wires.png
Scale: 2 px per micron.
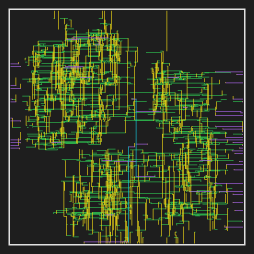
logic_types.png
Scale: 2 px per micron.
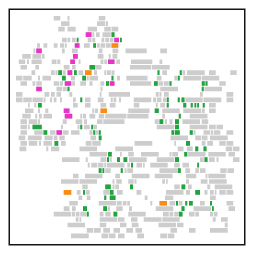
layer_met3.png
Scale: 4 px per micron.
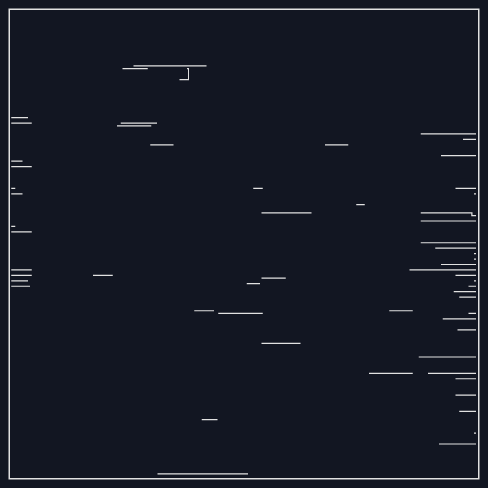
clocks.png
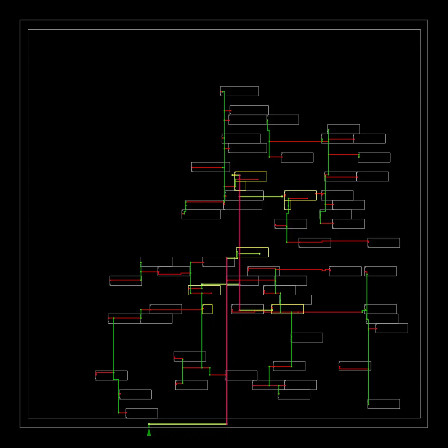
`config.mk`:
```
export PLATFORM = sky130hd
export DESIGN_NAME = exp_adjust_pipe
export DESIGN_NICKNAME = d
export VERILOG_FILES = /design/src/rtl/exp_pkg.sv /design/src/rtl/exp_adjust_core.sv /design/src/rtl/exp_adjust_pipe.sv
export SDC_FILE = /design/constraint.sdc
export NUM_CORES = 1
export LEC_CHECK = 0
export CAP_MARGIN = 0
export CORE_MARGIN = 2
export CORE_UTILIZATION = 30
export DETAILED_ROUTE_END_ITERATION = 8
export PLACE_DENSITY = 0.51
export SYNTH_ARGS = -nofsm -noshare
export SYNTH_HDL_FRONTEND = slang
export SYNTH_SLANG_ARGS = --single-unit
export TNS_END_PERCENT = 5
```
`constraint.sdc`:
```
create_clock -name clk -period 4.75 [get_ports clk]
set_input_delay 1.1875 -clock clk [delete_from_list [all_inputs] [get_ports clk]]
set_output_delay 1.1875 -clock clk [all_outputs]
set_load 0.01 [all_outputs]
```
`src/rtl/exp_pkg.sv`:
```
// Shared definitions for the exponent adjust datapath: mode encodings,
// exception flag bundle and the default exponent bias.
package exp_pkg;

  localparam logic MODE_MUL = 1'b0;
  localparam logic MODE_DIV = 1'b1;

  typedef struct packed {
    logic ovf;
    logic unf;
  } exp_flags_t;

  function automatic int default_bias(input int exp_w);
    return (2 ** (exp_w - 1)) - 1;
  endfunction

endpackage

```
`src/rtl/exp_adjust_core.sv`:
```
// Combinational exponent arithmetic: biased add/subtract of two exponents and
// saturation of a signed intermediate into the result exponent plus flags.
module exp_adjust_core
  import exp_pkg::*;
#(
  parameter int EXP_W = 8,
  parameter int BIAS  = default_bias(EXP_W)
) (
  input  logic                      i_mode,
  input  logic        [EXP_W-1:0]   i_a,
  input  logic        [EXP_W-1:0]   i_b,
  input  logic signed [EXP_W+1:0]   i_s,
  output logic signed [EXP_W+1:0]   o_sum,
  output logic        [EXP_W-1:0]   o_exp,
  output exp_flags_t                o_flags
);

  localparam int S_W = EXP_W + 2;
  localparam logic signed [S_W-1:0] BIAS_S = S_W'(BIAS);
  localparam logic signed [S_W-1:0] S_MAX  = S_W'((2 ** EXP_W) - 1);
  localparam logic signed [S_W-1:0] S_ZERO = '0;

  logic signed [S_W-1:0] w_a_ext;
  logic signed [S_W-1:0] w_b_ext;

  // All-ones is reserved for infinity, so anything reaching it saturates there.
  function automatic logic [EXP_W-1:0] sat_exp(input logic signed [S_W-1:0] s);
    if (s >= S_MAX) begin
      return '1;
    end else if (s <= S_ZERO) begin
      return '0;
    end else begin
      return s[EXP_W-1:0];
    end
  endfunction

  function automatic exp_flags_t classify(input logic signed [S_W-1:0] s);
    exp_flags_t f;
    f.ovf = (s >= S_MAX);
    f.unf = (s <= S_ZERO);
    return f;
  endfunction

  assign w_a_ext = signed'({2'b00, i_a});
  assign w_b_ext = signed'({2'b00, i_b});

  always_comb begin
    if (i_mode == MODE_DIV) begin
      o_sum = w_a_ext - w_b_ext + BIAS_S;
    end else begin
      o_sum = w_a_ext + w_b_ext - BIAS_S;
    end
  end

  assign o_exp   = sat_exp(i_s);
  assign o_flags = classify(i_s);

endmodule

```
`src/rtl/exp_adjust_pipe.sv`:
```
// Two-stage exponent adjuster with valid/ready handshake and sticky/counted
// overflow and underflow status, sitting between unpack and normalise.
module exp_adjust_pipe
  import exp_pkg::*;
#(
  parameter int EXP_W = 8,
  parameter int BIAS  = default_bias(EXP_W),
  parameter int CNT_W = 16
) (
  input  logic               clk,
  input  logic               rst_n,
  input  logic               in_valid,
  output logic               in_ready,
  input  logic               in_mode,
  input  logic [EXP_W-1:0]   in_a,
  input  logic [EXP_W-1:0]   in_b,
  output logic               out_valid,
  input  logic               out_ready,
  output logic [EXP_W-1:0]   out_exp,
  output logic               out_ovf,
  output logic               out_unf,
  input  logic               clr_status,
  output logic               sticky_ovf,
  output logic               sticky_unf,
  output logic [CNT_W-1:0]   ovf_count,
  output logic [CNT_W-1:0]   unf_count
);

  localparam int S_W = EXP_W + 2;

  logic                  w_s1_load;
  logic                  w_s2_load;
  logic                  w_xfer;
  logic                  w_ovf_evt;
  logic                  w_unf_evt;
  logic signed [S_W-1:0] w_sum;
  logic [EXP_W-1:0]      w_exp_sat;
  exp_flags_t            w_flags;

  logic                  r_vld_p1;
  logic signed [S_W-1:0] r_s_p1;
  logic                  r_vld_p2;
  logic [EXP_W-1:0]      r_exp_p2;
  exp_flags_t            r_flags_p2;
  logic                  r_sticky_ovf;
  logic                  r_sticky_unf;
  logic [CNT_W-1:0]      r_ovf_cnt;
  logic [CNT_W-1:0]      r_unf_cnt;

  function automatic logic [CNT_W-1:0] sat_inc(input logic [CNT_W-1:0] base,
                                               input logic             ev);
    if (ev && (base != '1)) begin
      return base + 1'b1;
    end else begin
      return base;
    end
  endfunction

  exp_adjust_core #(
    .EXP_W (EXP_W),
    .BIAS  (BIAS)
  ) u_core (
    .i_mode  (in_mode),
    .i_a     (in_a),
    .i_b     (in_b),
    .i_s     (r_s_p1),
    .o_sum   (w_sum),
    .o_exp   (w_exp_sat),
    .o_flags (w_flags)
  );

  // The ready chain runs backwards combinationally, giving full throughput and
  // letting in_ready rise in the same cycle as out_ready.
  assign w_s2_load = !r_vld_p2 || out_ready;
  assign w_s1_load = !r_vld_p1 || w_s2_load;
  assign in_ready  = w_s1_load;
  assign w_xfer    = r_vld_p2 && out_ready;
  assign w_ovf_evt = w_xfer && r_flags_p2.ovf;
  assign w_unf_evt = w_xfer && r_flags_p2.unf;

  // Stage 1: signed intermediate
  always_ff @(posedge clk or negedge rst_n) begin
    if (!rst_n) begin
      r_vld_p1 <= 1'b0;
    end else if (w_s1_load) begin
      r_vld_p1 <= in_valid;
    end
  end

  always_ff @(posedge clk) begin
    if (w_s1_load && in_valid) begin
      r_s_p1 <= w_sum;
    end
  end

  // Stage 2: classified, saturated result
  always_ff @(posedge clk or negedge rst_n) begin
    if (!rst_n) begin
      r_vld_p2   <= 1'b0;
      r_exp_p2   <= '0;
      r_flags_p2 <= '0;
    end else if (w_s2_load) begin
      r_vld_p2 <= r_vld_p1;
      if (r_vld_p1) begin
        r_exp_p2   <= w_exp_sat;
        r_flags_p2 <= w_flags;
      end
    end
  end

  // A clear coinciding with an event still records that event.
  always_ff @(posedge clk or negedge rst_n) begin
    if (!rst_n) begin
      r_sticky_ovf <= 1'b0;
      r_sticky_unf <= 1'b0;
      r_ovf_cnt    <= '0;
      r_unf_cnt    <= '0;
    end else begin
      r_sticky_ovf <= (clr_status ? 1'b0 : r_sticky_ovf) | w_ovf_evt;
      r_sticky_unf <= (clr_status ? 1'b0 : r_sticky_unf) | w_unf_evt;
      r_ovf_cnt    <= sat_inc(clr_status ? '0 : r_ovf_cnt, w_ovf_evt);
      r_unf_cnt    <= sat_inc(clr_status ? '0 : r_unf_cnt, w_unf_evt);
    end
  end

  assign out_valid  = r_vld_p2;
  assign out_exp    = r_exp_p2;
  assign out_ovf    = r_flags_p2.ovf;
  assign out_unf    = r_flags_p2.unf;
  assign sticky_ovf = r_sticky_ovf;
  assign sticky_unf = r_sticky_unf;
  assign ovf_count  = r_ovf_cnt;
  assign unf_count  = r_unf_cnt;

endmodule

```
==> impl_metrics.toml <==
# generated from flow reports
[outcome]
outcome = "finished, final reports clean"

[power_and_ir_drop]
p_sw_share_pct = 30.5
p_leak_uw = 0.00196
power_frac_comb_pct = 27.7
cellPowerDensity_nw_per_um2 = 270
vdd_ir_drop_max_uv = 122
p_int_uw = 902
power_frac_seq_pct = 43.6
switchingPower_uw = 395
clkPwrFrac_pct = 28.7

[synthesis]
synth-main-ff-cell = "dfrtp_1"
top_area_cell = "dfrtp_1"
ys_async_sr_fraction_pct = 82.1
yosysWarningCount = 0
syn_nets = 466
ys_types = 64
synth.cell_area_sq_um = 3830
synthCells = 422
syn_avg_cell_area_sq_um = 9.08
yosysChipArea_sq_um = 3830
synthTopCellsByArea = "dfrtp_1, edfxtp_1, ha_1"
netlist.area_leader.share_pct = 30.0
ys_seq_share_pct = 37.9
yosysCellCount = 422

[worst_setup_path]
rrSetupSlack_ns = 2.39
r2r-start = "unf_count[0]$_DFF_PN0_"
crit_type = "input pin to flop"
cp.arrival_ns = 3.91
worst_r2r_path_depth = 9
worstPathMaxFanout = 6
critPathTopFamily = "AND-OR/OR-AND gates"
critPathCaptureType = "flop"
cp.required_ns = 4.78
crit_chain = "clkdlybuf4s50_1 > inv_1 > ha_1 > xor2_1 > ha_1 > or4b_1 > o21ai_0 > o21ai_0 > a221oi_1 > mux2i_1 > xnor2_1"
cp-start-kind = "input pin"
r2r-end = "unf_count[15]$_DFF_PN0_"
critical-path-slowest-cell = "clkdlybuf4s50_1"

[die]
ios = 68
fp.dieH_microns = 117
die.size.x_microns = 117
rows = 41
die_area_sq_um = 13700

[min_path]
min_from = "out_exp[6]$_DFFE_PN0P_"
hold-path-endpoint = "out_exp[6]$_DFFE_PN0P_"

[clock_network]
cts_tree = "yes"
htreeDepth = 2
cts-root-buf = "clkbuf_16"
post_cts_resized = 0
cts_buffer_depth = 2
clk_pin_slew_ns = 0.07

[route]
ant_nets = 0
first_pass_iters = 4
remaining_drc_errors = 0
vias_per_cell = 4.98

[cells_and_area]
diodes = 0
final-comb-area_sq_um = 2230
syn_to_final_growth_pct = 25.6
layout.nets = 528
fin_area_sq_um = 4810
drive_gt1_share_pct = 5.15
layout_top_cells = "clkdlybuf4s50_1, dfrtp_1, nand2_1"
flop_area_sq_um = 1450
n_fill_cell = 1301
fin_util_pct = 38.3

[sta]
fin_crit_ns = 3.88
slew_headroom_pct = 30.8
hold_viol = 0
setup_tns_ns = 0
drv_slew = 0
period_used_pct = 81.6
max_freq_ghz = 0.258
worstMarginPinSlew_ns = 1.04
rsz0062_at_grt = "no"

[placement]
placed_cell_area_sq_um = 4660
dp_cells = 649
gp_congestion = 0.827
hpwlAfterDp_microns = 6890

[grt]
antenna_found_initial = 0
grt_pass1_vias = 2945
grt_first_pass_wirelength_microns = 14900
grt_max_degree = 47

[run]
log.warning_count = 35
max-cap-violations = 0
About wires.png:
legend:
  purple:
    layer: metal 3
    wire_length: 381 microns
  yellow:
    layer: metal 2
    wire_length: 4000 microns
  green:
    layer: metal 1
    wire_length: 4550 microns
  cyan:
    layer: metal 4
    wire_length: 86.4 microns
total track usage: 13.4%
final wirelength: 9020 microns
Routed WL per cell: 13.7 microns
detailed-route via count: 3274

About logic_types.png:
legend:
  magenta:
    family: non-inverting ao/oa cells
    cells: 14
  green:
    family: nand cells
    cells: 82
    most_used: nand2_1
  orange:
    family: mux cells
    cells: 5
    most_used: mux2i_1
logic share of the area: 46.4%
Top cell excl fill/tap: clkdlybuf4s50_1
Layout Cells excl Fill: 657

About layer_met3.png:
wire length on this layer: 381 microns
nets with wire on the layer: 53
M3 GR Usage: 1.85%

About clocks.png:
flop count: 56
Clock Sinks: 56
Late-Pin Clk Latency: 0.29 ns
CTS buffer count: 5
Setup Skew: 0.00939 ns

power groups by stage:
stage	combinational [uW]	clock [uW]	sequential [uW]
4_1_cts	361	383	567
3_5_place_dp	359	0	577
5_1_grt	400	402	572
2_1_floorplan	208	0	582
6_report	359	372	566
3_3_place_gp	354	0	576
kinds of logic after synthesis:
family                     share of synthesized area, %
and+or+nand+nor                                    26.0
AOI/OAI and AO/OA                                  13.4
DFF                                                37.9
xor gates and xnor gates                           10.1
buffers and inverters                              3.89
adders and majority gates                          7.38
muxes                                              1.37
layer usage:
layer | global-route usage [%] | share of wire (%) | vias up
met5 | 0 | 0 | -
met2 | 21.0 | 44 | 75
met1 | 19.8 | 50 | 1563
met3 | 1.85 | 4.2 | 7
li1 | - | - | 1629
met4 | 3.06 | 0.95 | 0
state kept, by name, summed over array words and instances (netlist names):
name,count
out_exp,8
out_ovf,1
out_unf,1
out_valid,1
ovf_count,16
r_s_p1,10
r_vld_p1,1
sticky_ovf,1
sticky_unf,1
unf_count,16
worst max-delay path by stage:
stage | start | slack, ns | end | depth (start not counted)
after floorplan | in_b[1] | 1.39 | r_s_p1[4]$_DFFE_PP_ | 10
after global placement | in_b[1] | 0.66 | r_s_p1[4]$_DFFE_PP_ | 11
after detailed placement | in_b[1] | 0.56 | r_s_p1[8]$_DFFE_PP_ | 11
after CTS | in_b[1] | 0.85 | r_s_p1[8]$_DFFE_PP_ | 11
after global routing | in_b[1] | 0.50 | r_s_p1[8]$_DFFE_PP_ | 11
final | in_b[1] | 0.87 | r_s_p1[4]$_DFFE_PP_ | 11
worst reg2reg max path, cell delays in order (launching register included):
cell and delay [ns]:
dfrtp_1 0.41, nor2b_1 0.17, ha_1 0.27, nand4b_1 0.12, nor4_1 0.06, a21oi_2 0.33, and4_1 0.35, or3b_1 0.38
xor2_1 0.13, nor2_1 0.05
cell type report:
cell class | instances | area share, %
multi-input cells | 329 | 46.4
flip-flops and latches | 56 | 30.2
repair buffers | 69 | 14.1
well taps | 172 | 4.47
clock buffers | 5 | 2.60
inverters | 23 | 1.79
clock inverters | 3 | 0.442
cell usage after synthesis, types with 10 or more instances:
master and number:
nand2_1 35, edfxtp_1 10, nand4_1 12, nand2b_1 10
inv_1 22, ha_1 21, o21ai_0 18, xor2_1 19
dfrtp_1 46, xnor2_1 25, a21oi_1 23, nor2_1 33
or3_1 10, nor2b_1 10, nand3_1 19
metrics by stage:
step	hold WS (ns)	worst slack [ns]
6_report	0.491	0.873
5_1_grt	0.531	0.496
4_1_cts	0.500	0.851
3_5_place_dp	0.481	0.562
3_3_place_gp	0.481	0.663
2_1_floorplan	0.466	1.39
Power is estimated from default activity; no workload was simulated.
